--- config.mk ---
export PLATFORM = sky130hd
export DESIGN_NAME = paro_rampa_parcial
export DESIGN_NICKNAME = d
export VERILOG_FILES = /design/src/rtl/paro_rampa_parcial.sv
export SDC_FILE = /design/constraint.sdc
export NUM_CORES = 1
export LEC_CHECK = 0
export ABC_AREA = 0
export ABC_CLOCK_PERIOD_IN_PS = 2500
export CAP_MARGIN = 20
export CELL_PAD_IN_SITES_DETAIL_PLACEMENT = 0
export CELL_PAD_IN_SITES_GLOBAL_PLACEMENT = 2
export CORE_UTILIZATION = 37
export CTS_CLUSTER_DIAMETER = 80
export DETAILED_ROUTE_END_ITERATION = 10
export HOLD_SLACK_MARGIN = 0.05
export PLACE_DENSITY_LB_ADDON = 0.3
export SLEW_MARGIN = 15
export SYNTH_ARGS = -nofsm -noshare
export SYNTH_HDL_FRONTEND = slang
export SYNTH_SLANG_ARGS = --single-unit
export TNS_END_PERCENT = 10
--- constraint.sdc ---
create_clock -name clk -period 2.5 [get_ports clk]
set_input_delay 0.625 -clock clk [delete_from_list [all_inputs] [get_ports clk]]
set_output_delay 0.625 -clock clk [all_outputs]
set_load 0.02 [all_outputs]
--- src/rtl/paro_rampa_parcial.sv ---
// Soft-stop controller: walks a motor down 100% -> 50% -> 30% -> off,
// holding each level for a profile-dependent number of slow ticks.
// A built-in prescaler derives the slow tick from the chip clock.
module paro_rampa_parcial #(
  parameter int TICK_DIV   = 10000000,
  parameter int DWELL_FAST = 2,
  parameter int DWELL_NORM = 4,
  parameter int DWELL_SLOW = 6
) (
  input  logic       clk,
  input  logic       rst_n,
  input  logic       stop,
  input  logic       estop,
  input  logic       rapido,
  input  logic       lento,
  input  logic [2:0] lvl_in,
  output logic       out_30,
  output logic       out_50,
  output logic       out_100,
  output logic       busy,
  output logic       done
);

  localparam int MAX_FN    = (DWELL_FAST > DWELL_NORM) ? DWELL_FAST : DWELL_NORM;
  localparam int MAX_DWELL = (MAX_FN > DWELL_SLOW) ? MAX_FN : DWELL_SLOW;
  localparam int DW        = $clog2(MAX_DWELL + 1);
  localparam int TW        = $clog2(TICK_DIV);

  typedef enum logic [2:0] {IDLE, S100, S50, S30, DONE} state_t;

  state_t          state, next_state;
  logic [TW-1:0]   tick_cnt;
  logic [DW-1:0]   dwell_cnt;
  logic [DW-1:0]   dwell;
  logic [DW-1:0]   dwell_sel;
  logic            accept;
  logic            active;
  logic            tick;
  logic            expire;

  assign accept = (state == IDLE) && stop && !estop;
  assign active = (state == S100) || (state == S50) || (state == S30);
  assign tick   = active && (tick_cnt == TW'(TICK_DIV - 1));
  assign expire = tick && (dwell_cnt == dwell - DW'(1));

  // Profile decode: exactly one of rapido/lento picks fast/slow, anything else is normal
  always_comb begin
    dwell_sel = DW'(DWELL_NORM);
    if (rapido && !lento) begin
      dwell_sel = DW'(DWELL_FAST);
    end else if (lento && !rapido) begin
      dwell_sel = DW'(DWELL_SLOW);
    end
  end

  // State register
  always_ff @(posedge clk or negedge rst_n) begin
    if (!rst_n) begin
      state <= IDLE;
    end else begin
      state <= next_state;
    end
  end

  // Next-state logic; estop outranks both stop and a simultaneous dwell expiry
  always_comb begin
    next_state = state;
    case (state)
      IDLE: begin
        if (accept) begin
          if (lvl_in[2]) begin
            next_state = S100;
          end else if (lvl_in[1]) begin
            next_state = S50;
          end else if (lvl_in[0]) begin
            next_state = S30;
          end else begin
            next_state = DONE;
          end
        end
      end
      S100: begin
        if (estop) begin
          next_state = DONE;
        end else if (expire) begin
          next_state = S50;
        end
      end
      S50: begin
        if (estop) begin
          next_state = DONE;
        end else if (expire) begin
          next_state = S30;
        end
      end
      S30: begin
        if (estop || expire) begin
          next_state = DONE;
        end
      end
      DONE: begin
        next_state = IDLE;
      end
      default: begin
        next_state = IDLE;
      end
    endcase
  end

  // Prescaler and dwell counters run only in the level states; profile latched on acceptance
  always_ff @(posedge clk or negedge rst_n) begin
    if (!rst_n) begin
      tick_cnt  <= '0;
      dwell_cnt <= '0;
      dwell     <= DW'(DWELL_NORM);
    end else if (!active) begin
      tick_cnt  <= '0;
      dwell_cnt <= '0;
      if (accept) begin
        dwell <= dwell_sel;
      end
    end else if (tick) begin
      tick_cnt <= '0;
      if (expire) begin
        dwell_cnt <= '0;
      end else begin
        dwell_cnt <= dwell_cnt + DW'(1);
      end
    end else begin
      tick_cnt <= tick_cnt + TW'(1);
    end
  end

  // Registered outputs decoded from the state being entered
  always_ff @(posedge clk or negedge rst_n) begin
    if (!rst_n) begin
      out_100 <= 1'b0;
      out_50  <= 1'b0;
      out_30  <= 1'b0;
      busy    <= 1'b0;
      done    <= 1'b0;
    end else begin
      out_100 <= (next_state == S100);
      out_50  <= (next_state == S50);
      out_30  <= (next_state == S30);
      busy    <= (next_state == S100) || (next_state == S50) || (next_state == S30);
      done    <= (next_state == DONE);
    end
  end

endmodule
==> flow_summary.ini <==
; synthesis and place-and-route metrics
[place]
hpwl_um = 2880
dp_cells = 275
preCtsSetupSlack_ns = 0.272
place_congestion = 0.813
place_area_um2 = 2150
portBuffers = 13

[hold_path]
holdCritPathClass = register to register
hold_path_end = tick_cnt[0]
holdCritStartpoint = tick_cnt[0]
hold_depth = 1

[power]
irDropWorstVdd_uv = 286
clockPowerShare_pct = 26.8
p_int_uw = 1020
p_comb_share_pct = 24.8
p_sw_share_pct = 32.4
finalPower_uw = 1510
leakagePower_uw = 0.000923
p_sw_uw = 488
pwr-share-seq_pct = 48.4
p_per_area_nw_per_um2 = 672

[critical_path]
path_cells = ha_1 -> nand2_1 -> or4_4 -> o31a_1 -> o31ai_4 -> inv_2 -> and3_1
cp_slowest_cell = or4_4
r2r_start = tick_cnt[0]
crit_required_ns = 2.68
cp_num_cells = 7
crit_end = out_100
timing.critical_path.from_type = register
crit_family = simple AND/OR/NAND/NOR gates
cpPeakStageDelay_ns = 0.59
worst-path-buf-inv = 1
regToRegSetupSlack_ns = 0.30
worstPathArrival_ns = 2.38
setup.worst_path.start = tick_cnt[0]
criticalPathCategory = register to register
crit_fanout = 7
end_kind = register
r2r.worst_path.cells = 7
reg2reg_to = out_100

[sta]
max_freq_ghz = 0.454
setup_viol_count_final = 0
rsz0062_at_grt = false
worst_slew_pin_slew_ns = 0.705
hold_ws_ns = 0.495
hold_viol_final = 0
tns_ns = 0
maxSlewViolCount = 0
period_used_pct = 88.2
finalCriticalPeriod_ns = 2.20
worst_slack_ns = 0.295
slew_headroom_pct = 52.7
finClkSkew_ns = 0.00667

[synth]
top_logic_kind = simple AND/OR/NAND/NOR gates
synth_flops = 37
mux_area_share_pct = 1.11
synthArstFlopShare_pct = 100
area_leaders = dfrtp_1, xor2_1, nor2_1
edf_count = 0
ys_sh_adder_pct = 1.96
synth.cellmix.simpleShare_pct = 27.7
ys_warn_count = 0
synth_top_area_share_pct = 46.9
ys_sh_xor_pct = 10.5
yosys_area_um2 = 1920
netlist_area_um2 = 1920
syn-instance-count = 193
synth.yosys.seq_area_share_pct = 48.3
synthesis.nets = 205
syn_avg_cell_area_um2 = 9.94
largest_area_cell = dfrtp_1
ys_types = 44
ff_type = dfrtp_1
ys_cells = 193
ys_sh_aoi_pct = 7.56

[cts]
root_buffer = clkbuf_8
htreeDepth = 2
postCtsSetupRepairBufs = 0
numCtsBuffers = 5
cts_hold_buf = 0
clockBufferDepth = 2
cts_tree = yes
clk_latency_ns = 0.28
clkSlewWorstSetupHoldPaths_ns = 0.08
cts.sinks = 37
ctsResizeCount = 0

[global_routing]
grt_use_total_pct = 16.0
grt_pass1_wl_um = 6590
antenna_found_initial = 0
globalRouteMet2Util_pct = 26.0
grt-busiest-layer = met2
grt_max_degree = 38
grt_overflow = 0
groute.layer.met1.usage_pct = 21.2
first_global_vias = 1420
grtUsageMet3_pct = 3.93

[final_layout]
nets = 227
logic_area_um2 = 937
n_antenna_cell = 0
clock_area_share_pct = 3.85
nonClockBufferCount = 19
top_area_cell_class = combinational gates
clkbuf_count = 5
fillers = 472
finalInstanceArea_um2 = 2240
most-common-layout-cells = dfrtp_1, nor2_1, xor2_1
area_growth_pct = 16.7
comb_cells = 144
layout.nonclk_buf_share_pct = 7.82
drive_gt1_share_pct = 11.1
flop_area_um2 = 927
inverters = 8

[floorplan]
ios = 14
die-area_um2 = 5480
die-width_um = 74.0
die-height_um = 74.0
initCoreUtil_pct = 39.6

[detailed_routing]
routed_via_density = 5.24
wire_per_inst_um = 14.0
wirelength_um = 3960
route.met3.wl_um = 186
firstDrtPassIters = 4
drt_iter0_drc = 100
wl_met1_um = 1940
via_count = 1484
top_layer = met4
remaining_drc_errors = 0
wl_met2_um = 1800
ant_nets = 0

[run]
tool_warnings = 26
cap_violations = 0

[outcome]
status = complete, no violations
## registers in the layout, summed over array words and instances, names as in the netlist
register and count:
out_30 1, done 1, out_50 1, out_100 1, busy 1, dwell_cnt 3, state 3, tick_cnt 24
dwell 2
## synthesized netlist by cell type, types with 2 or more instances
library cell	instances
a21oi_1	3
and3_1	5
and4_1	4
buf_2	2
dfrtp_1	36
ha_1	3
inv_1	7
nand2_1	16
nand3_1	10
nand3b_1	3
nand4_1	7
nor2_1	33
nor3_1	3
nor4_1	2
nor4b_1	3
nor4bb_1	2
o21ai_0	5
o31ai_4	2
xnor2_1	6
xor2_1	17
## power by group through the flow
stage,Sequential [uW],Clock (uW),Combinational [uW]
final,728,403,374
after global placement,737,0,366
after floorplan,758,0,214
after CTS,728,423,381
after detailed placement,740,0,379
after global routing,737,446,425
==> images/registers.png <==
The bar under the picture is 20 um long.
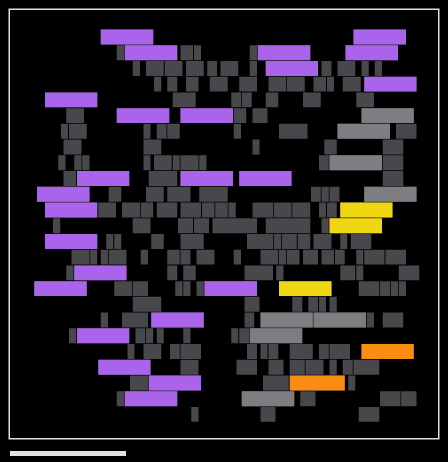
yellow -> state  # flops 3
orange -> dwell  # flops 2
purple -> tick_cnt  # flops 24, where all over the die
not coloured = 8
Core Util, Final: 46.2%
Seq group: 728 uW
flop share of the area: 41.4%

==> images/gate_families.png <==
The bar under the picture is 20 um long.
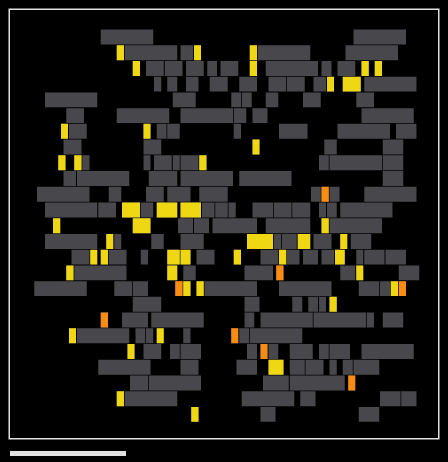
yellow -> NOR gates  # cells 45, where all over the die
orange -> inverters  # cells 8
Top cell excl fill/tap: dfrtp_1
logic share of the area: 41.8%
fin cells: 283

==> images/final_placement.png <==
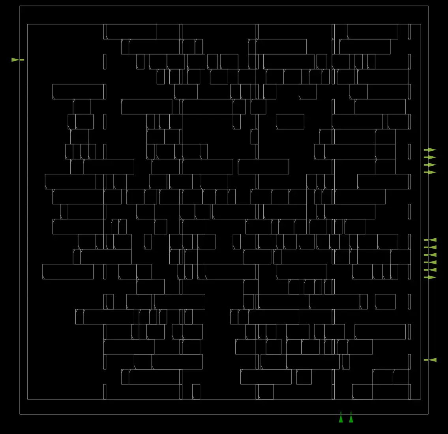
row cnt: 25
core area: 4850 um2
num tapcells: 67
seq_cells: 37

Power and IR drop assume default switching activity.
